==> config.mk <==
export PLATFORM = sky130hd
export DESIGN_NAME = alu_accumulator_flat
export DESIGN_NICKNAME = d
export VERILOG_FILES = /design/src/rtl/alu_accumulator_if.sv /design/src/rtl/alu_accumulator.sv /design/src/flat_wrapper.sv
export SDC_FILE = /design/constraint.sdc
export NUM_CORES = 1
export LEC_CHECK = 0
export CAP_MARGIN = 20
export CORE_UTILIZATION = 35
export DETAILED_ROUTE_END_ITERATION = 8
export PLACE_DENSITY = 0.84
export SETUP_SLACK_MARGIN = 0.2
export SLEW_MARGIN = 20
export SYNTH_ARGS = -nofsm -noshare
export SYNTH_HDL_FRONTEND = slang
export SYNTH_SLANG_ARGS = --single-unit
==> constraint.sdc <==
create_clock -name clock -period 1.12 [get_ports clock]
set_input_delay 0.224 -clock clock [delete_from_list [all_inputs] [get_ports clock]]
set_output_delay 0.224 -clock clock [all_outputs]
set_load 0.01 [all_outputs]
==> src/rtl/alu_accumulator_if.sv <==
// Bundle of the instruction handshake, external-ALU hookup and status outputs
// of the ALU accumulator.
interface alu_accumulator_if;
  logic       instrValid;
  logic       instrReady;
  logic [1:0] cmd;
  logic       opMode;
  logic [3:0] opFunc;
  logic       opCarry;
  logic       useFlag;
  logic [3:0] operand;
  logic       aluCarryIn;
  logic       aluMode;
  logic [3:0] aluFunc;
  logic [3:0] aluA;
  logic [3:0] aluB;
  logic [3:0] aluData;
  logic       aluCarryOut;
  logic [3:0] accOut;
  logic       carryFlag;
  logic       zeroFlag;
  logic       done;

  // Accumulator side
  modport slave (
    input  instrValid, cmd, opMode, opFunc, opCarry, useFlag, operand, aluData, aluCarryOut,
    output instrReady, aluCarryIn, aluMode, aluFunc, aluA, aluB, accOut, carryFlag, zeroFlag,
           done
  );

  // Instruction source and external ALU side
  modport master (
    output instrValid, cmd, opMode, opFunc, opCarry, useFlag, operand, aluData, aluCarryOut,
    input  instrReady, aluCarryIn, aluMode, aluFunc, aluA, aluB, accOut, carryFlag, zeroFlag,
           done
  );
endinterface

==> src/rtl/alu_accumulator.sv <==
// 4-bit accumulator sequencing an external combinational ALU.
// Each instruction goes IDLE -> EXEC -> DONE, so latency is fixed for all commands.
module alu_accumulator (
  input  logic         clock,
  input  logic         reset,
  alu_accumulator_if.slave bus
);

  typedef enum logic [1:0] {StIdle, StExec, StDone} state_e;

  localparam logic [1:0] CmdAlu   = 2'b00;
  localparam logic [1:0] CmdLoad  = 2'b01;
  localparam logic [1:0] CmdCmp   = 2'b10;
  localparam logic [1:0] CmdClrC  = 2'b11;

  state_e     state_q, state_d;
  logic [1:0] cmd_q, cmd_d;
  logic       mode_q, mode_d;
  logic [3:0] func_q, func_d;
  logic       cin_q, cin_d;
  logic [3:0] operand_q, operand_d;
  logic [3:0] acc_q, acc_d;
  logic       carry_q, carry_d;
  logic       zero_q, zero_d;

  // State and datapath registers with synchronous reset
  always_ff @(posedge clock) begin
    if (reset) begin
      state_q   <= StIdle;
      cmd_q     <= 2'b00;
      mode_q    <= 1'b0;
      func_q    <= 4'b0000;
      cin_q     <= 1'b0;
      operand_q <= 4'b0000;
      acc_q     <= 4'b0000;
      carry_q   <= 1'b0;
      zero_q    <= 1'b1;
    end else begin
      state_q   <= state_d;
      cmd_q     <= cmd_d;
      mode_q    <= mode_d;
      func_q    <= func_d;
      cin_q     <= cin_d;
      operand_q <= operand_d;
      acc_q     <= acc_d;
      carry_q   <= carry_d;
      zero_q    <= zero_d;
    end
  end

  // Next-state: accept only in IDLE, always pass through EXEC and DONE
  always_comb begin
    state_d = state_q;
    unique case (state_q)
      StIdle:  if (bus.instrValid) state_d = StExec;
      StExec:  state_d = StDone;
      StDone:  state_d = StIdle;
      default: state_d = StIdle;
    endcase
  end

  // Instruction latch on acceptance and commit at the end of EXEC
  always_comb begin
    cmd_d     = cmd_q;
    mode_d    = mode_q;
    func_d    = func_q;
    cin_d     = cin_q;
    operand_d = operand_q;
    acc_d     = acc_q;
    carry_d   = carry_q;
    zero_d    = zero_q;
    if (state_q == StIdle && bus.instrValid) begin
      cmd_d     = bus.cmd;
      mode_d    = bus.opMode;
      func_d    = bus.opFunc;
      operand_d = bus.operand;
      // carry_q cannot change before EXEC ends, so resolving here keeps aluCarryIn stable
      cin_d     = bus.useFlag ? carry_q : bus.opCarry;
    end
    if (state_q == StExec) begin
      unique case (cmd_q)
        CmdAlu: begin
          acc_d   = bus.aluData;
          carry_d = bus.aluCarryOut;
          zero_d  = (bus.aluData == 4'b0000);
        end
        CmdLoad: begin
          acc_d  = operand_q;
          zero_d = (operand_q == 4'b0000);
        end
        CmdCmp: begin
          carry_d = bus.aluCarryOut;
          zero_d  = (bus.aluData == 4'b0000);
        end
        CmdClrC: carry_d = 1'b0;
        default: ;
      endcase
    end
  end

  // Outputs: handshake decoded from state, ALU driven from the latched fields
  always_comb begin
    bus.instrReady = (state_q == StIdle);
    bus.done       = (state_q == StDone);
    bus.aluA       = acc_q;
    bus.aluB       = operand_q;
    bus.aluMode    = mode_q;
    bus.aluFunc    = func_q;
    bus.aluCarryIn = cin_q;
    bus.accOut     = acc_q;
    bus.carryFlag  = carry_q;
    bus.zeroFlag   = zero_q;
  end

endmodule

==> src/flat_wrapper.sv <==
// flat-port wrapper written by rule: the top's interface ports become plain ports
module alu_accumulator_flat 
  (clock, reset, bus_instrValid, bus_cmd, bus_opMode, bus_opFunc, bus_opCarry, bus_useFlag, bus_operand, bus_aluData, bus_aluCarryOut, bus_instrReady, bus_aluCarryIn, bus_aluMode, bus_aluFunc, bus_aluA, bus_aluB, bus_accOut, bus_carryFlag, bus_zeroFlag, bus_done);
  alu_accumulator_if bus_i ();
  input  logic clock;
  input  logic reset;
  input wire logic [$bits(bus_i.instrValid)-1:0] bus_instrValid;
  input wire logic [$bits(bus_i.cmd)-1:0] bus_cmd;
  input wire logic [$bits(bus_i.opMode)-1:0] bus_opMode;
  input wire logic [$bits(bus_i.opFunc)-1:0] bus_opFunc;
  input wire logic [$bits(bus_i.opCarry)-1:0] bus_opCarry;
  input wire logic [$bits(bus_i.useFlag)-1:0] bus_useFlag;
  input wire logic [$bits(bus_i.operand)-1:0] bus_operand;
  input wire logic [$bits(bus_i.aluData)-1:0] bus_aluData;
  input wire logic [$bits(bus_i.aluCarryOut)-1:0] bus_aluCarryOut;
  output wire logic [$bits(bus_i.instrReady)-1:0] bus_instrReady;
  output wire logic [$bits(bus_i.aluCarryIn)-1:0] bus_aluCarryIn;
  output wire logic [$bits(bus_i.aluMode)-1:0] bus_aluMode;
  output wire logic [$bits(bus_i.aluFunc)-1:0] bus_aluFunc;
  output wire logic [$bits(bus_i.aluA)-1:0] bus_aluA;
  output wire logic [$bits(bus_i.aluB)-1:0] bus_aluB;
  output wire logic [$bits(bus_i.accOut)-1:0] bus_accOut;
  output wire logic [$bits(bus_i.carryFlag)-1:0] bus_carryFlag;
  output wire logic [$bits(bus_i.zeroFlag)-1:0] bus_zeroFlag;
  output wire logic [$bits(bus_i.done)-1:0] bus_done;
  assign bus_i.instrValid = bus_instrValid;
  assign bus_i.cmd = bus_cmd;
  assign bus_i.opMode = bus_opMode;
  assign bus_i.opFunc = bus_opFunc;
  assign bus_i.opCarry = bus_opCarry;
  assign bus_i.useFlag = bus_useFlag;
  assign bus_i.operand = bus_operand;
  assign bus_i.aluData = bus_aluData;
  assign bus_i.aluCarryOut = bus_aluCarryOut;
  assign bus_instrReady = bus_i.instrReady;
  assign bus_aluCarryIn = bus_i.aluCarryIn;
  assign bus_aluMode = bus_i.aluMode;
  assign bus_aluFunc = bus_i.aluFunc;
  assign bus_aluA = bus_i.aluA;
  assign bus_aluB = bus_i.aluB;
  assign bus_accOut = bus_i.accOut;
  assign bus_carryFlag = bus_i.carryFlag;
  assign bus_zeroFlag = bus_i.zeroFlag;
  assign bus_done = bus_i.done;
  alu_accumulator u_core (.clock(clock), .reset(reset), .bus(bus_i));
endmodule
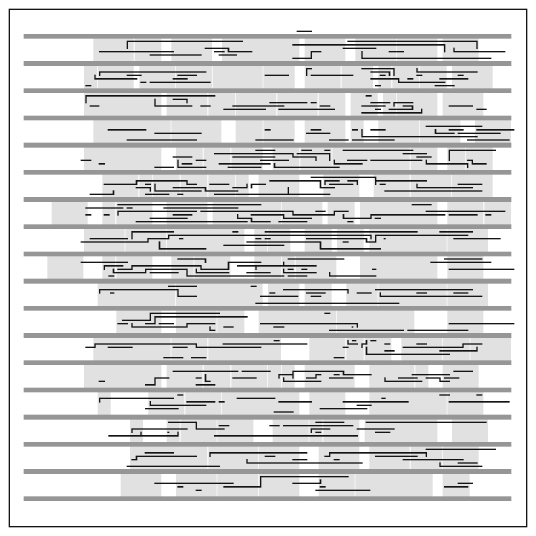
run_1/met1.png
Drawn at 10 px/um. Supply wires on this layer in grey.
longest straight run: 20.2 um
wire length on this layer: 1230 um
main direction: horizontal
share of all routed wire: 40%
nets with wire on the layer: 154
Vias: 882
Routed WL: 3090 um

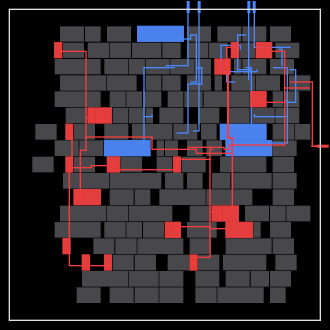
run_1/port_nets.png
Drawn at 6 px/um.
[reset] red | bits: 1 | direction: input | edge: right | end cells: 21 | buffers: 3 | wire: 244 um
[bus_accOut] blue | bits: 4 | direction: output | edge: top | end cells: 4 | buffers: 7 | wire: 180 um
# port buffers: 42
# IOs: 43

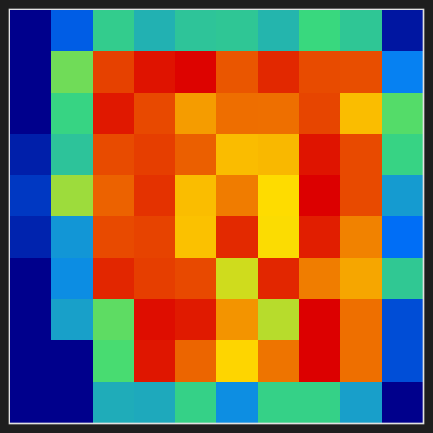
run_1/density.png
Drawn at 8 px/um. The die is cut into 10 by 10 equal tiles; dark blue is low, red is high, 0 to 100% covered.
mean over tiles: 61%
tiles over 75% full: 50%
emptiest ninth of the die: lower left
densest ninth of the die: centre
nearly empty tiles: 10%
fullest tile: 100%
core box area: 2250 um2
FP Util: 0.382
Core Util, Final: 0.738

==> run summary, run 1 <==
Outcome = finished with violations
Failing checks = setup timing
Gp weighted congestion = 0.786
Yosys Warn Count = 0
Tot Pwr = 1.78 mW
Clock network share of area = 0.0218
Crit. End Element = flop
Clock-pin transition on the worst setup and hold timing paths = 0.12 ns
Flop+latch power = 816 uW
Met2 WL = 1750 um
Synthesis-stage register bit count = 20
Pint = 1.30 mW
Max-slew headroom = 0.806
Count leader, synth = dfxtp_1
Crit path kind = flop to flop
Total number of H-tree levels = 1
Initial antenna violation count = 0
Number of core rows = 17
PwrDens = 1070 nW/um2
Combinational share of cell area = 0.272
DRC violations left = 0
Setup violations, final = 19
Initial drt markers = 11
CLK BUF = 4
Async SR Flop Fraction = 0
Clock network power share = 0.240
Pin count of the biggest net entering global routing = 15
Number of multi-input combinational cells = 56
Overflow after GRT = 0
Sw frac = 0.269
Xor/xnor share = 0
Clk_lat worst skew = 0.30 ns
CTS tree = done
Layout cells sized above 1 = 0.576
M1 WL = 1230 um
Cycle use final = 1.13
Layout Cells excl Fill = 179
TNS Setup = -1.85 ns
Min Tclk post-route = 1.26 ns
Fin worst setup slack = -0.141 ns
Post-Place Worst Slack = -0.438 ns
Post-route antenna net violation count = 0
run 1: flip-flops by register name (all words and copies together), names as in the netlist:
signal	flops
u_core.bus.zeroFlag	1
u_core.bus.aluFunc	4
u_core.bus.accOut	4
u_core.bus.aluMode	1
u_core.state_q	2
u_core.bus.carryFlag	1
u_core.bus.aluB	4
u_core.bus.aluCarryIn	1
u_core.cmd_q	2
run 1: critical path, cell delays in order (launching register included):
cell,delay (ns)
dfxtp_2,0.36
buf_6,0.12
nor3b_4,0.21
buf_12,0.19
mux2i_1,0.22
nor2_1,0.07
run 1: routing by layer:
layer,vias to the layer above,track usage
li1,429,-
met1,422,0.239
met2,25,0.411
met3,6,0.0263
met4,0,0.0541
met5,-,0
run 1: path summary, 6_finish.rpt:
path,slack [ns],cells after the start,endpoint,startpoint
hold / removal,0.47,4,u_core.bus.zeroFlag,bus_aluData[2]
setup / recovery,-0.14,5,u_core.cmd_q[1],u_core.state_q[1]
setup reg to reg,-0.14,5,u_core.cmd_q[1],u_core.state_q[1]
hold reg to reg,0.51,2,u_core.bus.aluFunc[3],u_core.bus.aluFunc[3]
run 1: placed cells by master, fill, tap and decap left out, drive strengths merged:
master / Yosys / routed
buf: 6 / 51
dfxtp: 20 / 20
nor2: 18 / 18
clkdlybuf4s50: 0 / 17
mux2i: 16 / 16
a211oi: 6 / 6
clkbuf: 2 / 4
nor2b: 4 / 4
dlygate4sd2: 0 / 3
nor3b: 3 / 3
a21oi: 2 / 2
or4: 1 / 1
or4b: 1 / 1
o22a: 1 / 1
nand2b: 1 / 1
nand2: 1 / 1
o21ai: 1 / 1
nand3b: 1 / 1
## Run 2: what changed since run 1
--- a/config.mk
+++ b/config.mk
@@ -5,9 +5,12 @@
 export SDC_FILE = /design/constraint.sdc
 export NUM_CORES = 1
 export LEC_CHECK = 0
+export ABC_AREA = 1
 export CAP_MARGIN = 20
-export CORE_UTILIZATION = 35
+export CORE_UTILIZATION = 36
 export DETAILED_ROUTE_END_ITERATION = 8
+export GPL_ROUTABILITY_DRIVEN = 0
+export MAX_ROUTING_LAYER = met4
 export PLACE_DENSITY = 0.84
 export SETUP_SLACK_MARGIN = 0.2
 export SLEW_MARGIN = 20
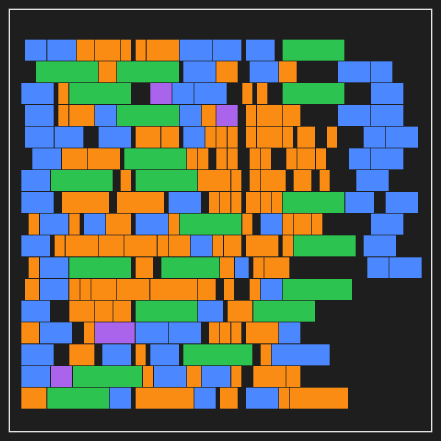
run_2/cell_classes.png
Drawn at 8 px/um.
[clock drivers and dummy loads] purple | cells: 4 | share of their area: 2.1%
[other buffers and delay cells] blue | cells: 63 | share of their area: 35%
[all other logic] orange | cells: 108 | share of their area: 38%
[flip-flops] green | cells: 20 | share of their area: 24%
number of core rows: 17
core box area: 2320 um2
Design Area, Final: 1800 um2
Core Util, Final: 0.777
flop share of the area: 0.240

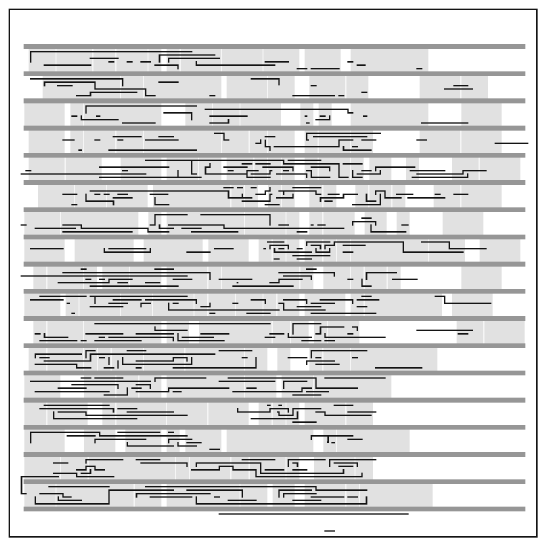
run_2/met1.png
Drawn at 10 px/um. Supply wires on this layer in grey.
wire length on this layer: 1290 um
share of all routed wire: 38%
main direction: horizontal
longest straight run: 18.9 um
GR Layer Usage met1: 0.221
Vias: 1109
Routed WL: 3420 um

==> run summary, run 2 <==
Met3 Track Usage GR = 0.0551
Outcome = finished with violations
CP delay by family, top = flip-flops
Flop+latch power = 835 uW
CP peak stage delay = 0.39 ns
DRC violations left = 0
Post-Place Worst Slack = -0.216 ns
Cycle use final = 1.06
Yosys Warn Count = 0
Fin worst setup slack = -0.0720 ns
Total number of H-tree levels = 1
TNS Setup = -0.173 ns
Most numerous logic cell after layout = buf_6
Global Route Usage Sum = 0.247
Overflow after GRT = 0
Pint = 1.32 mW
Initial drt markers = 20
Busiest layer in global routing = met2
Layout cells sized above 1 = 0.579
Area fraction in mux cells = 0
Synthesis-stage register bit count = 20
Min Tclk post-route = 1.19 ns
Clock-pin transition on the worst setup and hold timing paths = 0.12 ns
# IOs = 43
Post-route antenna net violation count = 0
Layout Cells excl Fill = 223
Setup violations, final = 7
M1 WL = 1290 um
Clk_lat worst skew = 0.33 ns
Pin count of the biggest net entering global routing = 17
Xor/xnor share = 0
Initial antenna violation count = 0
Clock network power share = 0.232
Tot Pwr = 1.96 mW
Sw frac = 0.324
Async SR Flop Fraction = 0
FP Util = 0.398
Met2 WL = 1840 um
# port buffers = 42
Count leader, synth = nor2_1
Buf+Inv Stages, Crit Path = 2
Max-slew headroom = 0.734
Crit path kind = flop to output pin
Max clock buf depth = 2
CTS tree = done
R2r setup slk = -0.03 ns
Failing checks = setup timing
Slowest CP cell = dfxtp_4
==> run 2: netlist changes by cell type after synthesis, moves of 3 or more <==
cell      previous run  this run
nor2_1              18        34
nand3_1              0         3
nor2b_1              4         0
o21ai_0              1        11
mux2i_1             16         0
nand2_1              1        25
inv_1                0        19
a21oi_1              2         6
a211oi_1             5         0
==> run 2: final timing paths <==
kind              cells after the start               endpoint             startpoint
setup reg to reg                      6        u_core.cmd_q[1]      u_core.state_q[1]
hold reg to reg                       2  u_core.bus.aluFunc[1]  u_core.bus.aluFunc[1]
hold / removal                        3     u_core.bus.aluB[0]         bus_operand[0]
setup / recovery                      3               bus_done      u_core.state_q[1]
==> run 2: worst register-to-register path, delay by kind of cell, from the launching register on <==
kind / cells / cell delay [ns]
buffers and inverters: 2 / 0.23
flip-flops: 1 / 0.39
AND/OR/NAND/NOR: 4 / 0.42
==> run 2: area by class of cell <==
type / count / area, um2 / area share
Clock buffer: 4 / 36.3 / 0.0201
Inverter: 20 / 91.3 / 0.0507
Multi-Input combinational cell: 87 / 566 / 0.314
Sequential cell: 20 / 432 / 0.240
Tap cell: 28 / 35.0 / 0.0194
Timing Repair Buffer: 63 / 626 / 0.347
Timing Repair inverter: 1 / 16.3 / 0.00903
==> run 2: cell families (layout without fill, tap and decap cells) <==
family / Yosys count / in the layout
and+or+nand+nor: 68 / 69
AOI/OAI and AO/OA: 18 / 18
buffers and inverters: 28 / 88
DFF: 20 / 20
==> run 2: repair_timing <==
item,4_1_cts,5_1_grt
resized,172,23
pin swaps,15,14
cloned,2,0
endpoints found under the setup margin,40,41
setup buffers,5,8
Power is estimated from default activity; no workload was simulated.
